Run 1, M1 wires:
Supply wires on this layer in gray.
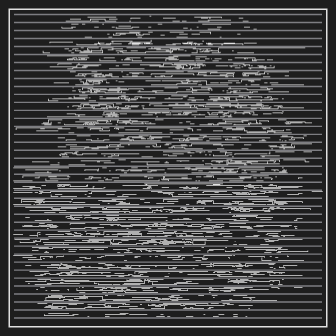
Run 1, metal 2:
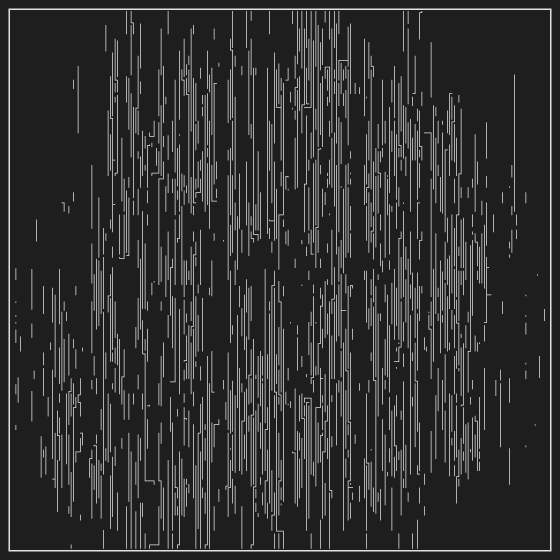
Run 1, met3 routing:
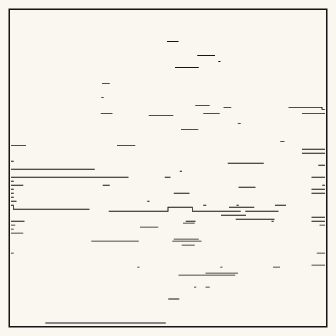
## config.mk

```make
export PLATFORM = sky130hd
export DESIGN_NAME = imem_loader_flat
export DESIGN_NICKNAME = d
export VERILOG_FILES = /design/src/rtl/imem_loader_if.sv /design/src/rtl/imem_loader.sv /design/src/flat_wrapper.sv
export SDC_FILE = /design/constraint.sdc
export NUM_CORES = 1
export LEC_CHECK = 0
export ABC_AREA = 1
export CAP_MARGIN = 20
export CELL_PAD_IN_SITES_DETAIL_PLACEMENT = 1
export CELL_PAD_IN_SITES_GLOBAL_PLACEMENT = 1
export CORE_UTILIZATION = 40
export CTS_CLUSTER_SIZE = 40
export DETAILED_ROUTE_END_ITERATION = 8
export PLACE_DENSITY = 0.83
export SYNTH_ARGS = -nofsm -noshare
export SYNTH_HDL_FRONTEND = slang
export SYNTH_SLANG_ARGS = --single-unit
export TNS_END_PERCENT = 50
```

## constraint.sdc

```tcl
create_clock -name clk -period 1.65 [get_ports clk]
set_input_delay 0.2475 -clock clk [delete_from_list [all_inputs] [get_ports clk]]
set_output_delay 0.2475 -clock clk [all_outputs]
set_load 0.01 [all_outputs]
```

## src/rtl/imem_loader_if.sv

```systemverilog
// -----------------------------------------------------------------------------
// imem_loader_if
// Purpose : groups the boot byte stream (valid/ready handshake) and the
//           instruction memory byte write port used by imem_loader.
// Signals : byte_in/byte_valid/byte_ready - byte stream from the boot source
//           mem_we/mem_addr/mem_wdata     - byte write port to the memory
// Modports: slave  - the loader (consumes bytes, drives the memory port)
//           master - the surroundings (byte source plus memory observer)
// -----------------------------------------------------------------------------
interface imem_loader_if #(
  parameter int ADDR_W = 10
);
  logic [7:0]        byte_in;
  logic              byte_valid;
  logic              byte_ready;
  logic              mem_we;
  logic [ADDR_W-1:0] mem_addr;
  logic [7:0]        mem_wdata;

  modport slave (
    input  byte_in,
    input  byte_valid,
    output byte_ready,
    output mem_we,
    output mem_addr,
    output mem_wdata
  );

  modport master (
    output byte_in,
    output byte_valid,
    input  byte_ready,
    input  mem_we,
    input  mem_addr,
    input  mem_wdata
  );
endinterface

```

## src/rtl/imem_loader.sv

```systemverilog
// -----------------------------------------------------------------------------
// imem_loader
// Purpose : boot-time writer for the big-endian, byte-addressed instruction
//           memory. Streams bytes into consecutive addresses starting at
//           BASE_ADDR, holds the CPU in reset while loading, and reports
//           completion, overflow and an XOR checksum of the loaded words.
// Ports   : clk        - system clock, rising edge
//           rst_n      - asynchronous active-low reset
//           start      - begin a load (only honoured in IDLE)
//           word_count - number of 32-bit words, latched on start
//           bus        - byte stream handshake + memory byte write port
//           cpu_hold   - hold PC/fetch in reset while not IDLE
//           busy       - load in progress
//           done       - one-cycle pulse in the FINISH cycle
//           error      - sticky overflow flag, cleared by the next start
//           checksum   - XOR of all complete words loaded since start
// -----------------------------------------------------------------------------
module imem_loader #(
  parameter int MEM_BYTES = 1024,
  parameter int ADDR_W    = 10,
  parameter int BASE_ADDR = 0
) (
  input  logic              clk,
  input  logic              rst_n,
  input  logic              start,
  input  logic [ADDR_W-2:0] word_count,
  imem_loader_if.slave      bus,
  output logic              cpu_hold,
  output logic              busy,
  output logic              done,
  output logic              error,
  output logic [31:0]       checksum
);

  typedef enum logic [1:0] {
    IDLE,
    LOAD,
    FINISH
  } state_t;

  localparam logic [ADDR_W:0] FIRST_ADDR = (ADDR_W+1)'(BASE_ADDR);
  localparam logic [ADDR_W:0] LAST_ADDR  = (ADDR_W+1)'(MEM_BYTES - 1);

  state_t            state;
  state_t            state_next;
  logic [ADDR_W:0]   addr;
  logic [ADDR_W:0]   bytes_left;
  logic [23:0]       word;
  logic [31:0]       word_next;
  logic              mem_we;
  logic [ADDR_W-1:0] mem_addr;
  logic [7:0]        mem_wdata;
  logic              byte_ready;
  logic              start_ok;
  logic              xfer;
  logic              last_byte;
  logic              at_end;

  // The address is one bit wider than the memory port so it can never wrap
  // back onto low memory; the load stops at LAST_ADDR before it matters.
  assign start_ok  = (state == IDLE) && start;
  assign xfer      = byte_ready && bus.byte_valid;
  assign last_byte = (bytes_left == (ADDR_W+1)'(1));
  assign at_end    = (addr == LAST_ADDR);

  // Only the three most recent bytes need storing: the oldest byte of the
  // 32-bit word would shift out on the very transfer that completes it,
  // so the full word is formed combinationally from the stored bytes plus
  // the byte arriving now (first byte ends up in bits [31:24]).
  assign word_next = {word, bus.byte_in};

  assign bus.byte_ready = byte_ready;
  assign bus.mem_we     = mem_we;
  assign bus.mem_addr   = mem_addr;
  assign bus.mem_wdata  = mem_wdata;

  // State register.
  always_ff @(posedge clk or negedge rst_n) begin
    if (!rst_n) begin
      state <= IDLE;
    end else begin
      state <= state_next;
    end
  end

  // Next state and state-decoded outputs. A load ends either on its last
  // byte or when the top of memory is reached; FINISH always lasts one cycle
  // and ignores start so a held start cannot retrigger a load.
  always_comb begin
    state_next = state;
    byte_ready = 1'b0;
    cpu_hold   = 1'b0;
    busy       = 1'b0;
    done       = 1'b0;
    unique case (state)
      IDLE: begin
        if (start) begin
          state_next = (word_count == '0) ? FINISH : LOAD;
        end
      end
      LOAD: begin
        byte_ready = 1'b1;
        cpu_hold   = 1'b1;
        busy       = 1'b1;
        if (xfer && (last_byte || at_end)) begin
          state_next = FINISH;
        end
      end
      FINISH: begin
        cpu_hold   = 1'b1;
        busy       = 1'b1;
        done       = 1'b1;
        state_next = IDLE;
      end
      default: begin
        state_next = IDLE;
      end
    endcase
  end

  // Datapath: address/count bookkeeping, word assembly, checksum, overflow
  // flag and the registered memory write port. The write lands the cycle
  // after the transfer, so the final write coincides with FINISH. Because
  // BASE_ADDR is word aligned, address bits [1:0] == 3 marks the fourth
  // byte of a word.
  always_ff @(posedge clk or negedge rst_n) begin
    if (!rst_n) begin
      addr       <= '0;
      bytes_left <= '0;
      word       <= '0;
      checksum   <= '0;
      error      <= 1'b0;
      mem_we     <= 1'b0;
      mem_addr   <= '0;
      mem_wdata  <= '0;
    end else begin
      mem_we <= xfer;
      if (start_ok) begin
        addr       <= FIRST_ADDR;
        bytes_left <= {word_count, 2'b00};
        word       <= '0;
        checksum   <= '0;
        error      <= 1'b0;
      end else if (xfer) begin
        addr       <= addr + 1'b1;
        bytes_left <= bytes_left - 1'b1;
        word       <= word_next[23:0];
        mem_addr   <= addr[ADDR_W-1:0];
        mem_wdata  <= bus.byte_in;
        if (addr[1:0] == 2'b11) begin
          checksum <= checksum ^ word_next;
        end
        if (at_end && !last_byte) begin
          error <= 1'b1;
        end
      end
    end
  end

endmodule

```

## src/flat_wrapper.sv

```systemverilog
// flat-port wrapper written by rule: the top's interface ports become plain ports
module imem_loader_flat 
#(
  parameter int MEM_BYTES = 1024,
  parameter int ADDR_W    = 10,
  parameter int BASE_ADDR = 0
)
  (clk, rst_n, start, word_count, cpu_hold, busy, done, error, checksum, bus_byte_in, bus_byte_valid, bus_byte_ready, bus_mem_we, bus_mem_addr, bus_mem_wdata);
  imem_loader_if #(.ADDR_W(ADDR_W)) bus_i ();
  input  logic clk;
  input  logic rst_n;
  input  logic start;
  input  logic [ADDR_W-2:0] word_count;
  output logic cpu_hold;
  output logic busy;
  output logic done;
  output logic error;
  output logic [31:0] checksum;
  input wire logic [$bits(bus_i.byte_in)-1:0] bus_byte_in;
  input wire logic [$bits(bus_i.byte_valid)-1:0] bus_byte_valid;
  output wire logic [$bits(bus_i.byte_ready)-1:0] bus_byte_ready;
  output wire logic [$bits(bus_i.mem_we)-1:0] bus_mem_we;
  output wire logic [$bits(bus_i.mem_addr)-1:0] bus_mem_addr;
  output wire logic [$bits(bus_i.mem_wdata)-1:0] bus_mem_wdata;
  assign bus_i.byte_in = bus_byte_in;
  assign bus_i.byte_valid = bus_byte_valid;
  assign bus_byte_ready = bus_i.byte_ready;
  assign bus_mem_we = bus_i.mem_we;
  assign bus_mem_addr = bus_i.mem_addr;
  assign bus_mem_wdata = bus_i.mem_wdata;
  imem_loader #(.MEM_BYTES(MEM_BYTES), .ADDR_W(ADDR_W), .BASE_ADDR(BASE_ADDR)) u_core (.clk(clk), .rst_n(rst_n), .start(start), .word_count(word_count), .bus(bus_i), .cpu_hold(cpu_hold), .busy(busy), .done(done), .error(error), .checksum(checksum));
endmodule
```

==> summary.rpt, run 1 <==
PHYSICAL IMPLEMENTATION REPORT
----------------------------------------------------
[CTS]
  PostCTS Resize Cnt ........................ 10
  Buffer depth of the longest clock path ........................ 2
  Clock sink count ........................ 100
  Worst-Skew Late Latency ........................ 370 ps
  Htree depth ........................ 3
  CTS buffer count ........................ 9
  Total of hold buffers inserted after clock tree synthesis ........................ 1
  Number of buffers added for setup after CTS ........................ 1
  Clock Tree Root ........................ clkbuf_8
  TritonCTS clock tree ........................ built

[Yosys]
  Adder-cell share of the synthesized area ........................ 1.68%
  Leading area contributor after synthesis ........................ dfrtp_1
  Synthesized-area fraction occupied by xor and xnor cells ........................ 1.18%
  Total of warnings raised by yosys ........................ 0
  Most used standard cells in the synthesized netlist ........................ 100 x dfrtp_1, 91 x nand2_1, 43 x inv_1
  Flip-flop cell with the highest count after synthesis ........................ dfrtp_1
  Dominant non-sequential cell family after synthesis ........................ simple AND/OR/NAND/NOR gates
  Synthesized chip area reported by yosys ........................ 0.00446 sq mm
  Avg Inst Size Synth ........................ 9.16 sq um
  Mapped Cells ........................ 487
  Proportion of synthesized chip area in sequential cells ........................ 56.1%
  Total cells reported by yosys after synthesis ........................ 487
  Flops after synth ........................ 100
  Synth unique cells ........................ 30
  Post-synth net total ........................ 514
  Post-synthesis compound-gate area fraction ........................ 12.2%
  Main area contributors ........................ dfrtp_1 56%, nand2_1 7.7%, and3_1 4.6%
  Number of flops mapped to enable cells by yosys ........................ 0
  Most common cell in the synthesized netlist ........................ dfrtp_1
  Simple-gate share of the synthesized area ........................ 22.4%

[Die]
  Ports placed on the boundary ........................ 77
  Die Width ........................ 108 um
  Core region area ........................ 0.0108 sq mm
  Floorplan core density ........................ 41.2%
  Chip footprint ........................ 0.0116 sq mm
  Core Rows ........................ 38
  Overall die height ........................ 108 um

[Flow run]
  Tool warnings ........................ 33
  Max-capacitance violation count ........................ 0

[Power and ir drop]
  Post-layout total power ........................ 7.45 mW
  Part of the power in combinational logic ........................ 36.4%
  Leakage power ........................ 2.66 nW
  PD cells ........................ 1270 mW/mm^2
  P_sw ........................ 2.84 mW
  Worst vdd rail ir drop ........................ 0.590 mV
  Register share of total power ........................ 44.3%
  Combinational power ........................ 2.71 mW
  Net switching share of the total power ........................ 38.1%
  Part of the power in the clock network ........................ 19.4%
  Design internal power ........................ 4.62 mW
  Max power group ........................ sequential cells

[Outcome]
  Violated checks ........................ setup timing
  Result of the run ........................ finished, violations left

[Cells and area]
  Number of fillers in the final layout ........................ 1253
  Non-clock buffers, area share ........................ 18.2%
  Flop area ........................ 0.00250 sq mm
  Count of plain and timing-repair buffers ........................ 102
  Sequential share of cell area ........................ 42.7%
  Fraction of final layout cells with drive strength greater than 1 ........................ 13.7%
  Post-layout util ........................ 54.1%
  Fin nets ........................ 605
  Clock buffers ........................ 12
  Area occupied by multi-input gates ........................ 0.00177 sq mm
  Post-route cell area ........................ 0.00587 sq mm
  Clock network area share ........................ 2.86%
  Multi-input comb cells ........................ 318
  Logic share of the area ........................ 30.2%
  Biggest registers after layout ........................ u_core.checksum x32, u_core.word x24
  Final Instance Count excl. Fillers ........................ 722
  Area Overhead vs Synth ........................ 31.5%
  Most flops, register ........................ u_core.checksum
  Top cell excl fill/tap ........................ dfrtp_1
  Antenna diode count ........................ 0
  Count of inverters other than clock inverters in the layout ........................ 47

[Setup path]
  WP depth ........................ 3
  Total buffers and inverters traversed by the critical path ........................ 2
  Crit path launch type ........................ flip-flop
  Maximum fanout along the worst path ........................ 3
  Kind of end point of the critical path ........................ output port
  Critical path required time ........................ 1400 ps
  Number of cells on the worst reg-to-reg path ........................ 8
  Endpoint of the worst register-to-register path ........................ u_core.checksum[22]
  CP arrival ........................ 1400 ps
  Critical path's largest stage delay ........................ 410 ps
  Start-to-end type of the worst setup path ........................ flip-flop to output port
  FF-to-FF setup slack ........................ 10 ps
  Largest delay contributor family on the critical path ........................ flip-flops
  Crit path capture ........................ cpu_hold
  R2R Path Start ........................ u_core.state[1]
  Sequence of cells on the critical path ........................ inv_1, ha_2, clkdlybuf4s15_2

[Final timing]
  Normalized max-slew margin ........................ 74.4%
  Number of max-slew violations in the final report ........................ 0
  Setup repair after global routing missed its margin ........................ yes
  F_max ........................ 606 MHz
  Post-route clock skew ........................ 7.11 ps
  Worst setup slack after layout ........................ -0.526 ps
  Worst hold-check slack ........................ 242 ps
  Final worst path period need ........................ 1650 ps
  Setup-violating endpoint count in the final report ........................ 1
  Final hold violation count ........................ 0

[GRT]
  Most Used Layer, Global Route ........................ met2
  Total GRT Usage ........................ 22.8%
  Total gr overflow ........................ 0
  Global-route met1 utilization ........................ 29.1%
  Met2 GRT Util ........................ 38.3%
  Wire length of the first global-routing pass ........................ 20500 um
  Largest net degree at the start of global routing ........................ 65
  Vias in the first global route ........................ 4087

[Drt]
  Routed length on met1 ........................ 5690 um
  Via count normalized by instance count ........................ 5.48
  Wirelength per Cell ........................ 18.6 um
  Sum of met3 wire segment lengths after detailed routing ........................ 493 um
  DRC violation total after the first TritonRoute iteration ........................ 129
  Met2 WL post-DR ........................ 6930 um
  DRT antenna net count ........................ 0
  Highest routing layer actually used ........................ met4

[Place]
  Post-place setup slack ........................ -86.9 ps
  Estimated wirelength of the detail-placed design ........................ 8740 um
  Inst Count DP ........................ 700
  Final GP Congestion ........................ 0.835
  Placed inst area ........................ 0.00549 sq mm

[Hold path]
  Worst min path class ........................ input port to asynchronous set/reset pin

----------------------------------------------------
About 'M1 wires':
The layer carries 5690 um of wire. The wires run mostly horizontal.

About 'metal 2':
563 nets have wire on it. The layer holds 52% of the routed length.

About 'met3 routing':
The longest straight run is 40.7 um. The layer holds 3.7% of the routed length.
met3 Resource Use GR: 3.63%
Detailed Route WL: 13500 um
total number of vias: 3953

--- run 2 (diff from run 1) ---
--- a/config.mk
+++ b/config.mk
@@ -13,6 +13,7 @@
 export CTS_CLUSTER_SIZE = 40
 export DETAILED_ROUTE_END_ITERATION = 8
 export PLACE_DENSITY = 0.83
+export RECOVER_POWER = 100
 export SYNTH_ARGS = -nofsm -noshare
 export SYNTH_HDL_FRONTEND = slang
 export SYNTH_SLANG_ARGS = --single-unit
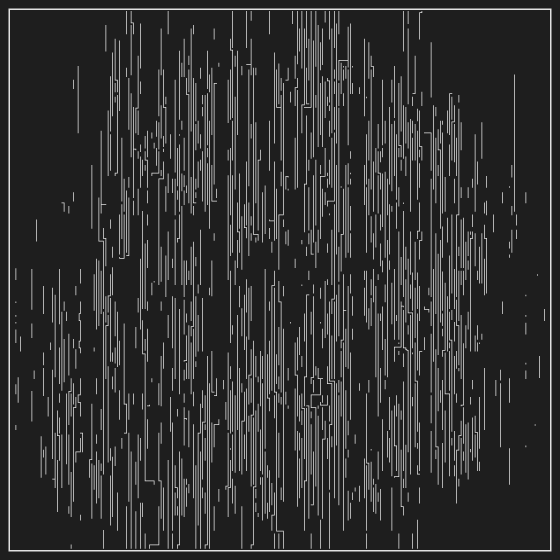
Run 2: metal 2
The layer holds 52% of the routed length. 564 nets have wire on it.

==> run 2 against run 1 <==
The run still ends with setup timing left. Non-clock buffer count did not move. Combinational power barely moved. Sequential power barely moved. Via count rose by 0.23%. Setup slack got worse by 3.1 ps. Critical path type is now flip-flop to flip-flop. Largest cell class unchanged.
==> summary.rpt, run 2 <==
PHYSICAL IMPLEMENTATION REPORT
----------------------------------------------------
[Yosys]
  Post-synthesis compound-gate area fraction ........................ 12.2% (unchanged)
  Number of flops mapped to enable cells by yosys ........................ 0 (unchanged)
  Adder-cell share of the synthesized area ........................ 1.68% (unchanged)
  Proportion of synthesized chip area in sequential cells ........................ 56.1% (unchanged)
  Dominant non-sequential cell family after synthesis ........................ simple AND/OR/NAND/NOR gates
  Most used standard cells in the synthesized netlist ........................ 100 x dfrtp_1, 91 x nand2_1, 43 x inv_1
  Total cells reported by yosys after synthesis ........................ 487 (unchanged)
  Simple-gate share of the synthesized area ........................ 22.4% (unchanged)
  Synth unique cells ........................ 30 (unchanged)
  Mapped Cells ........................ 487 (unchanged)
  Most common cell in the synthesized netlist ........................ dfrtp_1

[GRT]
  Wire length of the first global-routing pass ........................ 20500 um (unchanged)
  Total GRT Usage ........................ 22.8% (unchanged)
  Largest net degree at the start of global routing ........................ 65 (unchanged)

[Drt]
  Wirelength per Cell ........................ 18.7 um (+0.13%)
  Met2 WL post-DR ........................ 6980 um (+0.61%)
  Highest routing layer actually used ........................ met4
  DRC violation total after the first TritonRoute iteration ........................ 118 (-8.5%)
  DRT antenna net count ........................ 0 (unchanged)
  Via count normalized by instance count ........................ 5.49 (+0.23%)

[Die]
  Overall die height ........................ 108 um (unchanged)
  Core Rows ........................ 38 (unchanged)
  Ports placed on the boundary ........................ 77 (unchanged)
  Core region area ........................ 0.0108 sq mm (unchanged)

[Outcome]
  Result of the run ........................ finished, violations left
  Violated checks ........................ setup timing

[Cells and area]
  Clock buffers ........................ 12 (unchanged)
  Sequential share of cell area ........................ 42.9% (+0.22 points)
  Number of fillers in the final layout ........................ 1258 (+0.40%)
  Antenna diode count ........................ 0 (unchanged)
  Count of inverters other than clock inverters in the layout ........................ 47 (unchanged)
  Count of plain and timing-repair buffers ........................ 102 (unchanged)
  Top cell excl fill/tap ........................ dfrtp_1
  Post-layout util ........................ 53.8% (-0.28 points)
  Area occupied by multi-input gates ........................ 0.00177 sq mm (unchanged)
  Final Instance Count excl. Fillers ........................ 722 (unchanged)
  Post-route cell area ........................ 0.00584 sq mm (-0.51%)
  Biggest registers after layout ........................ u_core.checksum x32, u_core.word x24
  Multi-input comb cells ........................ 318 (unchanged)

[CTS]
  CTS buffer count ........................ 9 (unchanged)
  TritonCTS clock tree ........................ built
  PostCTS Resize Cnt ........................ 10 (unchanged)
  Htree depth ........................ 3 (unchanged)
  Total of hold buffers inserted after clock tree synthesis ........................ 1 (unchanged)

[Final timing]
  Final worst path period need ........................ 1650 ps (+3.06 ps)
  Worst setup slack after layout ........................ -3.58 ps (-3.06 ps)
  Post-route clock skew ........................ 7.63 ps (+0.518 ps)
  Setup-violating endpoint count in the final report ........................ 1 (unchanged)

[Power and ir drop]
  P_sw ........................ 2.83 mW (-0.12%)
  Max power group ........................ sequential cells
  Combinational power ........................ 2.69 mW (about the same)
  Design internal power ........................ 4.60 mW (-0.44%)
  Worst vdd rail ir drop ........................ 0.590 mV (about the same)
  Post-layout total power ........................ 7.43 mW (-0.32%)
  Net switching share of the total power ........................ 38.1% (+0.077 points)

[Setup path]
  Start-to-end type of the worst setup path ........................ flip-flop to flip-flop
  Critical path required time ........................ 1930 ps (+530 ps)
  Critical path's largest stage delay ........................ 410 ps (about the same)
  Sequence of cells on the critical path ........................ inv_2, ha_4, nand2_8, nor2_4, buf_12, buf_6, a21oi_1, nor3_1
  CP arrival ........................ 1930 ps (+530 ps)

----------------------------------------------------
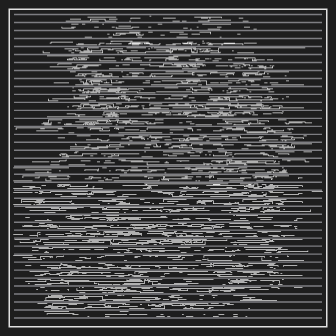
Run 2: M1 wires
Supply wires on this layer in gray.
545 nets have wire on it. The longest straight run is 32.2 um. The layer carries 5760 um of wire. The layer holds 43% of the routed length. The wires run mostly horizontal.
Detailed Route WL: 13500 um
total number of vias: 3962
global-route met1 utilization: 29.1%

Power is estimated from default activity; no workload was simulated.
